File: config.mk
export PLATFORM = sky130hd
export DESIGN_NAME = bit_scan_reader
export DESIGN_NICKNAME = d
export VERILOG_FILES = /design/src/rtl/bit_scan_reader_pkg.sv /design/src/rtl/bit_scan_reader_tick_sync_edge.sv /design/src/rtl/bit_scan_reader.sv
export SDC_FILE = /design/constraint.sdc
export NUM_CORES = 1
export LEC_CHECK = 0
export ABC_AREA = 1
export CELL_PAD_IN_SITES_DETAIL_PLACEMENT = 2
export CELL_PAD_IN_SITES_GLOBAL_PLACEMENT = 2
export CORE_ASPECT_RATIO = 0.5
export CORE_MARGIN = 4
export CORE_UTILIZATION = 38
export DETAILED_ROUTE_END_ITERATION = 12
export PLACE_DENSITY_LB_ADDON = 0.12
export SYNTH_ARGS = -nofsm -noshare
export SYNTH_HDL_FRONTEND = slang
export SYNTH_SLANG_ARGS = --single-unit
File: constraint.sdc
create_clock -name clk -period 8.1 [get_ports clk]
set_input_delay 0.81 -clock clk [delete_from_list [all_inputs] [get_ports clk]]
set_output_delay 0.81 -clock clk [all_outputs]
set_load 0.005 [all_outputs]
File: src/rtl/bit_scan_reader_pkg.sv
// rtl/bit_scan_reader_pkg.sv - shared constants and state type for the bit scan reader
package bit_scan_reader_pkg;
    localparam int ADDR_W = 6;
    localparam int WORD_W = 4;
    localparam int DEPTH  = 16;
    localparam logic [ADDR_W-1:0] FRAME_LAST = 6'd63;

    typedef enum logic [1:0] {
        S_IDLE,
        S_RUN,
        S_ERR
    } state_t;
endpackage

File: src/rtl/bit_scan_reader_tick_sync_edge.sv
// rtl/bit_scan_reader_tick_sync_edge.sv - tick synchroniser with single-cycle rise detect
module tick_sync_edge #(
    parameter int SYNC_STAGES = 2
) (
    input  logic clk,
    input  logic clr,
    input  logic din,
    output logic rise
);
    logic [SYNC_STAGES-1:0] sync_q, sync_d;
    logic                   hist_q, hist_d;

    always_comb begin
        sync_d = {sync_q[SYNC_STAGES-2:0], din};
        hist_d = sync_q[SYNC_STAGES-1];
    end

    always_ff @(posedge clk or posedge clr) begin
        if (clr) begin
            sync_q <= '0;
            hist_q <= 1'b0;
        end else begin
            sync_q <= sync_d;
            hist_q <= hist_d;
        end
    end

    assign rise = sync_q[SYNC_STAGES-1] & ~hist_q;
endmodule

File: src/rtl/bit_scan_reader.sv
// rtl/bit_scan_reader.sv - serialises a 16x4 register file under tick control, counts ones per frame
module bit_scan_reader
    import bit_scan_reader_pkg::*;
#(
    parameter int SYNC_STAGES = 2,
    parameter int CHECK_SEQ   = 1
) (
    input  logic       clk,
    input  logic       clr,
    input  logic       tick,
    input  logic [3:0] rg_a,
    input  logic [1:0] bit_a,
    input  logic       we,
    input  logic [3:0] wr_addr,
    input  logic [3:0] wr_data,
    output logic       bit_out,
    output logic       bit_valid,
    output logic [6:0] ones_cnt,
    output logic       frame_done,
    output logic       seq_err
);
    logic [WORD_W-1:0] mem_q [DEPTH];
    logic [WORD_W-1:0] mem_d [DEPTH];
    logic              bit_out_q, bit_out_d;
    logic              bit_valid_q, bit_valid_d;
    logic [6:0]        ones_cnt_q, ones_cnt_d;
    logic              frame_done_q, frame_done_d;
    logic [6:0]        acc_q, acc_d;
    logic [ADDR_W-1:0] prev_addr_q, prev_addr_d;
    state_t            state_q, state_d;

    logic              rise;
    logic [ADDR_W-1:0] addr;
    logic              smp_bit;

    tick_sync_edge #(.SYNC_STAGES(SYNC_STAGES)) u_tick_sync (
        .clk  (clk),
        .clr  (clr),
        .din  (tick),
        .rise (rise)
    );

    assign addr    = {rg_a, bit_a};
    // Read from the registered array so a same-cycle write returns old data
    assign smp_bit = mem_q[rg_a][bit_a];

    always_comb begin
        mem_d        = mem_q;
        bit_out_d    = bit_out_q;
        bit_valid_d  = 1'b0;
        ones_cnt_d   = ones_cnt_q;
        frame_done_d = 1'b0;
        acc_d        = acc_q;
        prev_addr_d  = prev_addr_q;
        state_d      = state_q;

        if (we) begin
            mem_d[wr_addr] = wr_data;
        end

        if (rise) begin
            bit_out_d   = smp_bit;
            bit_valid_d = 1'b1;
            prev_addr_d = addr;
            acc_d       = (addr == '0) ? {6'd0, smp_bit} : acc_q + {6'd0, smp_bit};
            if (addr == FRAME_LAST) begin
                frame_done_d = 1'b1;
                ones_cnt_d   = acc_q + {6'd0, smp_bit};
            end
            case (state_q)
                S_IDLE:  state_d = S_RUN;
                S_RUN:   if (CHECK_SEQ != 0 && addr != prev_addr_q + 6'd1) state_d = S_ERR;
                S_ERR:   state_d = S_ERR;
                default: state_d = S_IDLE;
            endcase
        end
    end

    always_ff @(posedge clk or posedge clr) begin
        if (clr) begin
            mem_q        <= '{default: '0};
            bit_out_q    <= 1'b0;
            bit_valid_q  <= 1'b0;
            ones_cnt_q   <= '0;
            frame_done_q <= 1'b0;
            acc_q        <= '0;
            prev_addr_q  <= '0;
            state_q      <= S_IDLE;
        end else begin
            mem_q        <= mem_d;
            bit_out_q    <= bit_out_d;
            bit_valid_q  <= bit_valid_d;
            ones_cnt_q   <= ones_cnt_d;
            frame_done_q <= frame_done_d;
            acc_q        <= acc_d;
            prev_addr_q  <= prev_addr_d;
            state_q      <= state_d;
        end
    end

    assign bit_out    = bit_out_q;
    assign bit_valid  = bit_valid_q;
    assign ones_cnt   = ones_cnt_q;
    assign frame_done = frame_done_q;
    assign seq_err    = (state_q == S_ERR);
endmodule
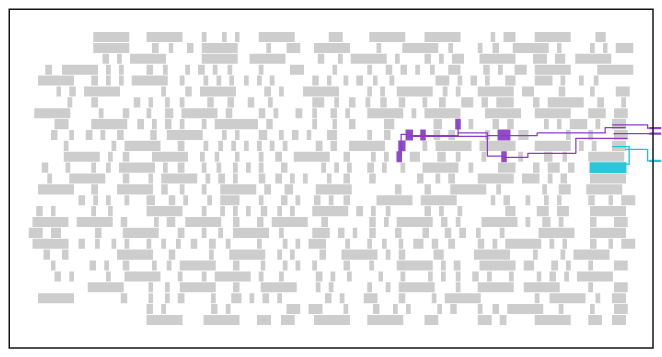
Figure 1: nets reached from selected ports.
Drawn at 4 px/um.
- bit_a: purple (bits 2; direction input; edge right; end cells 7; buffers 2; wire 153 um)
- bit_valid: cyan (bits 1; direction output; edge right; end cells 1; buffers 1; wire 18.7 um)

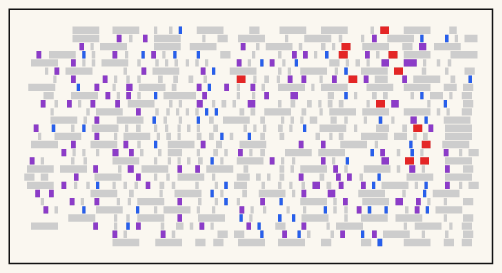
Figure 2: logic cells by family.
Drawn at 3 px/um.
- aoi and oai cells: purple (cells 109; where spread over the die)
- inv cells: blue (cells 60; where spread over the die)
- xor and xnor cells: red (cells 12)

==> impl_metrics.env <==
# implementation run metrics
export IMPL_cts_repair_resized_insts=0
export IMPL_grt_antenna_before_repair=0
export IMPL_cp_endpoint="acc_q[6]$_DFFE_PP0P_"
export IMPL_post_synth_instance_area_sq_um=4420
export IMPL_power_net_switching_uw=394
export IMPL_cts_path_max_buffers=2
export IMPL_synth_area_leader_cell="sky130_fd_sc_hd__dfrtp_1"
export IMPL_yosysWarnings=0
export IMPL_whs_path_depth=0
export IMPL_netlist_area_leader_share_pct=52.1
export IMPL_worstHoldStart="u_tick_sync.sync_q[0]$_DFF_PP0_"
export IMPL_firstDrtPassIters=4
export IMPL_synth_cellmix_compoundShare_pct=13.2
export IMPL_via_per_inst=5.18
export IMPL_cp_top_family="buffers and inverters"
export IMPL_critPathMostFrequentCell="sky130_fd_sc_hd__nand2_1"
export IMPL_cp_cell_sequence="clkdlybuf4s50_1 -> inv_2 -> nand3_1 -> nand2_1 -> nand2_1 -> nand2_1 -> inv_1 -> nand2_1 -> nand2_1 -> nand2_1 -> nand3b_1 -> ha_1 -> ha_1 -> nand2_1 -> nor3_1 -> xnor2_1 -> o21ai_1"
export IMPL_logic_family="simple AND/OR/NAND/NOR gates"
export IMPL_die_width_um=161
export IMPL_antenna_left=0
export IMPL_ff2ff_path_depth=14
export IMPL_cts_sinks=92
export IMPL_chipArea_sq_um=13500
export IMPL_number_of_drc_markers_in_iteration_0=239
export IMPL_tritoncts_clock_tree="yes"
export IMPL_n_antenna_cell=0
export IMPL_timing_max_cap_violations=0
export IMPL_synth_seq_share_pct=52.1
export IMPL_io_pin_count=29
export IMPL_clock_insertion_delay_worst_skew_ps=340
export IMPL_worstPathArrival_ps=4090
export IMPL_worst_slew_pin_slew_ps=1050
export IMPL_hold_violations=0
export IMPL_root_buffer="sky130_fd_sc_hd__clkbuf_16"
export IMPL_final_max_slew_violation_count=0
export IMPL_grt_first_pass_wirelength_mm=22.6
export IMPL_rr_endpoint="acc_q[6]$_DFFE_PP0P_"
export IMPL_peak_supply_drop_v=0.0000848
export IMPL_critPathBufInv=3
export IMPL_nets=594
export IMPL_area_growth_pct=15.1
export IMPL_comb_power_share_pct=20.7
export IMPL_h_tree_depth=3
export IMPL_critPathCaptureType="flip-flop"
export IMPL_grt_start_max_net_pins=48
export IMPL_ys_top_cells_by_area="sky130_fd_sc_hd__dfrtp_1 (52%), sky130_fd_sc_hd__nand2_1 (14%), sky130_fd_sc_hd__o21ai_1 (8.4%)"
export IMPL_hold_worst_path_end="u_tick_sync.sync_q[1]$_DFF_PP0_"
export IMPL_fmax_mhz=259
export IMPL_final_layout_top_logic_cells="sky130_fd_sc_hd__nand2_1 (170), sky130_fd_sc_hd__dfrtp_1 (92), sky130_fd_sc_hd__o21ai_1 (74)"
export IMPL_worstPathMaxFanout=25
export IMPL_synth_area_mux_share_pct=0
export IMPL_vias=3788
export IMPL_log_warning_count=28
export IMPL_simple_gate_area_share_pct=23.0
export IMPL_enable_flop_cells=0
export IMPL_detailedPlacementHpwl_mm=9.21
export IMPL_setup_tns_ps=0
export IMPL_synthDistinctLibCells=27
export IMPL_fillers=1276
export IMPL_routed_wirelength_mm=13.5
export IMPL_crit_slowest_cell="sky130_fd_sc_hd__clkdlybuf4s50_1"
export IMPL_regToRegStartpoint="mem_q[15]$_DFFE_PP0P_"
export IMPL_setup_violations_final=0
export IMPL_lay_top_count="sky130_fd_sc_hd__nand2_1"
export IMPL_result_of_the_run="finished clean"
export IMPL_timing_hold_worst_class="flip-flop to flip-flop"
export IMPL_p_clk_share_pct=32.3
export IMPL_worst_slew_margin_pct=30.0
export IMPL_grt_ovfl_total=0
export IMPL_vert_die_dim_um=84.3
export IMPL_start_point_of_the_critical_path="rg_a[1]"
export IMPL_syn_mean_instance_area_sq_um=8.07
export IMPL_postSynth_asyncResetShare_pct=100
export IMPL_synth_flop_count=92
export IMPL_crit_cells=17
export IMPL_critPathRequiredTime_ps=8320
export IMPL_post_cts_hold_buffer_count=0
export IMPL_fp_row_count=27
export IMPL_yosys_cells=548
export IMPL_yosys_area_sq_um=4420
export IMPL_critical_path_startpoint_type="primary input"
export IMPL_via_count_of_the_first_global_routing_pass=4157
export IMPL_timing_worst_setup_path_type="primary input to flip-flop"
export IMPL_multi_input_comb_area_sq_um=1780
export IMPL_yosys_adder_share_pct=1.70
export IMPL_synthesis_nets=572
export IMPL_critical_path_max_stage_delay_ps=1160
export IMPL_place_gp_congestion=0.775
export IMPL_power_per_cell_area_nw_per_um2=254
export IMPL_core_area_sq_um=11200
export IMPL_share_of_post_route_cells_with_drive_strength_above_1_pct=4.20
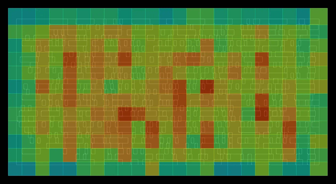
Figure 3: routing congestion.
Wirelength per Cell: 18.5 um
fin util: 45.5%
global-route total usage across every layer: 21.2%
met3 Resource Use GR: 4.56%

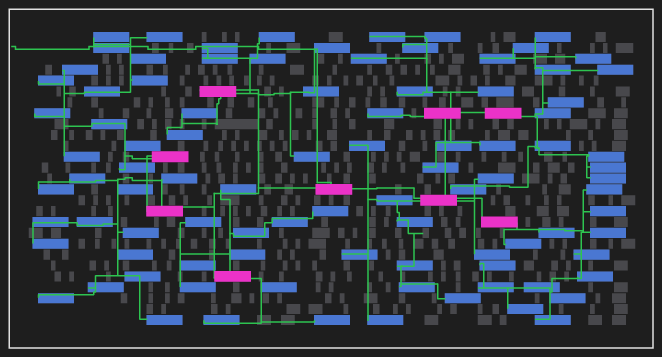
Figure 4: clock distribution.
Drawn at 4 px/um.
- clock wires: green (length 1360 um)
- flip-flops: blue (count 92)
- clock-net drivers: magenta (count 9)
- flops lie: spread over the die

## flip-flops by register name, indices dropped and copies added, names as in the netlist
register,count
acc_q,7
ones_cnt,7
frame_done,1
u_tick_sync.hist_q,1
state_q,2
bit_valid,1
prev_addr_q,6
bit_out,1
mem_q,64
u_tick_sync.sync_q,2
## worst reg2reg max path, stage by stage, from the launching register on
cell and delay [ps]:
sky130_fd_sc_hd__dfrtp_1 400, sky130_fd_sc_hd__nor2_1 120, sky130_fd_sc_hd__nor2_1 60, sky130_fd_sc_hd__o21ai_1 190, sky130_fd_sc_hd__o211ai_1 120, sky130_fd_sc_hd__nand3_1 110, sky130_fd_sc_hd__nand3_1 110, sky130_fd_sc_hd__nand3_1 90
sky130_fd_sc_hd__nand3b_1 140, sky130_fd_sc_hd__ha_1 230, sky130_fd_sc_hd__ha_1 210, sky130_fd_sc_hd__nand2_1 120, sky130_fd_sc_hd__nor3_1 70, sky130_fd_sc_hd__xnor2_1 200, sky130_fd_sc_hd__o21ai_1 100
## area by class of cell
cell class                      instances  area share, %
Clock buffer                           10           4.70
Clock inverter                          3          0.787
Inverter                               60           4.45
Multi-Input combinational cell        376           35.0
Sequential cell                        92           45.2
Tap cell                              159           3.91
Timing Repair Buffer                   31           5.95
## Yosys cell counts, types with 4 or more instances
master and number:
sky130_fd_sc_hd__o211ai_1 6, sky130_fd_sc_hd__o22ai_1 6, sky130_fd_sc_hd__xor2_1 10, sky130_fd_sc_hd__ha_1 6, sky130_fd_sc_hd__inv_2 4, sky130_fd_sc_hd__buf_4 4, sky130_fd_sc_hd__nand2_1 170, sky130_fd_sc_hd__buf_2 8
sky130_fd_sc_hd__o21ai_0 15, sky130_fd_sc_hd__o21ai_1 74, sky130_fd_sc_hd__nor2_1 30, sky130_fd_sc_hd__nor3_1 6, sky130_fd_sc_hd__a21oi_1 4, sky130_fd_sc_hd__clkbuf_1 6, sky130_fd_sc_hd__nand3_1 37, sky130_fd_sc_hd__dfrtp_1 92
sky130_fd_sc_hd__inv_1 54
## stage by stage
stage | cells | hold WS (ps) | instance area (sq um) | worst slack, ps | total power (uW)
2_1_floorplan | 548 | 331 | 4420 | 4900 | 776
4_1_cts | 731 | 371 | 5090 | 4230 | 1310
3_5_place_dp | 718 | 347 | 4810 | 3950 | 881
6_report | 731 | 366 | 5090 | 4230 | 1290
3_3_place_gp | 718 | 336 | 4810 | 4040 | 860
5_1_grt | 731 | 389 | 5090 | 3940 | 1380
## routing by layer
metal  vias up  global-route usage [%]  wire length, um
met5         -                       0                0
met4         0                    4.61              125
met3        11                    4.56              412
met2        49                    34.4             6180
met1      1917                    29.3             6770
li1       1811                       -                -
## cell families after synthesis
family / Yosys count
XOR/XNOR: 12
AND/OR/NAND/NOR: 249
adder cells (fa/ha/maj): 6
flip-flops: 92
AND-OR/OR-AND: 109
buffers and inverters: 80
## power groups by stage
stage / registers, uW / clock network (uW) / logic (uW)
finish: 606 / 417 / 268
CTS: 607 / 428 / 273
global placement: 608 / 0 / 252
global route: 619 / 454 / 308
floorplan: 597 / 0 / 179
detailed placement: 614 / 0 / 267
Power is estimated from default activity; no workload was simulated.
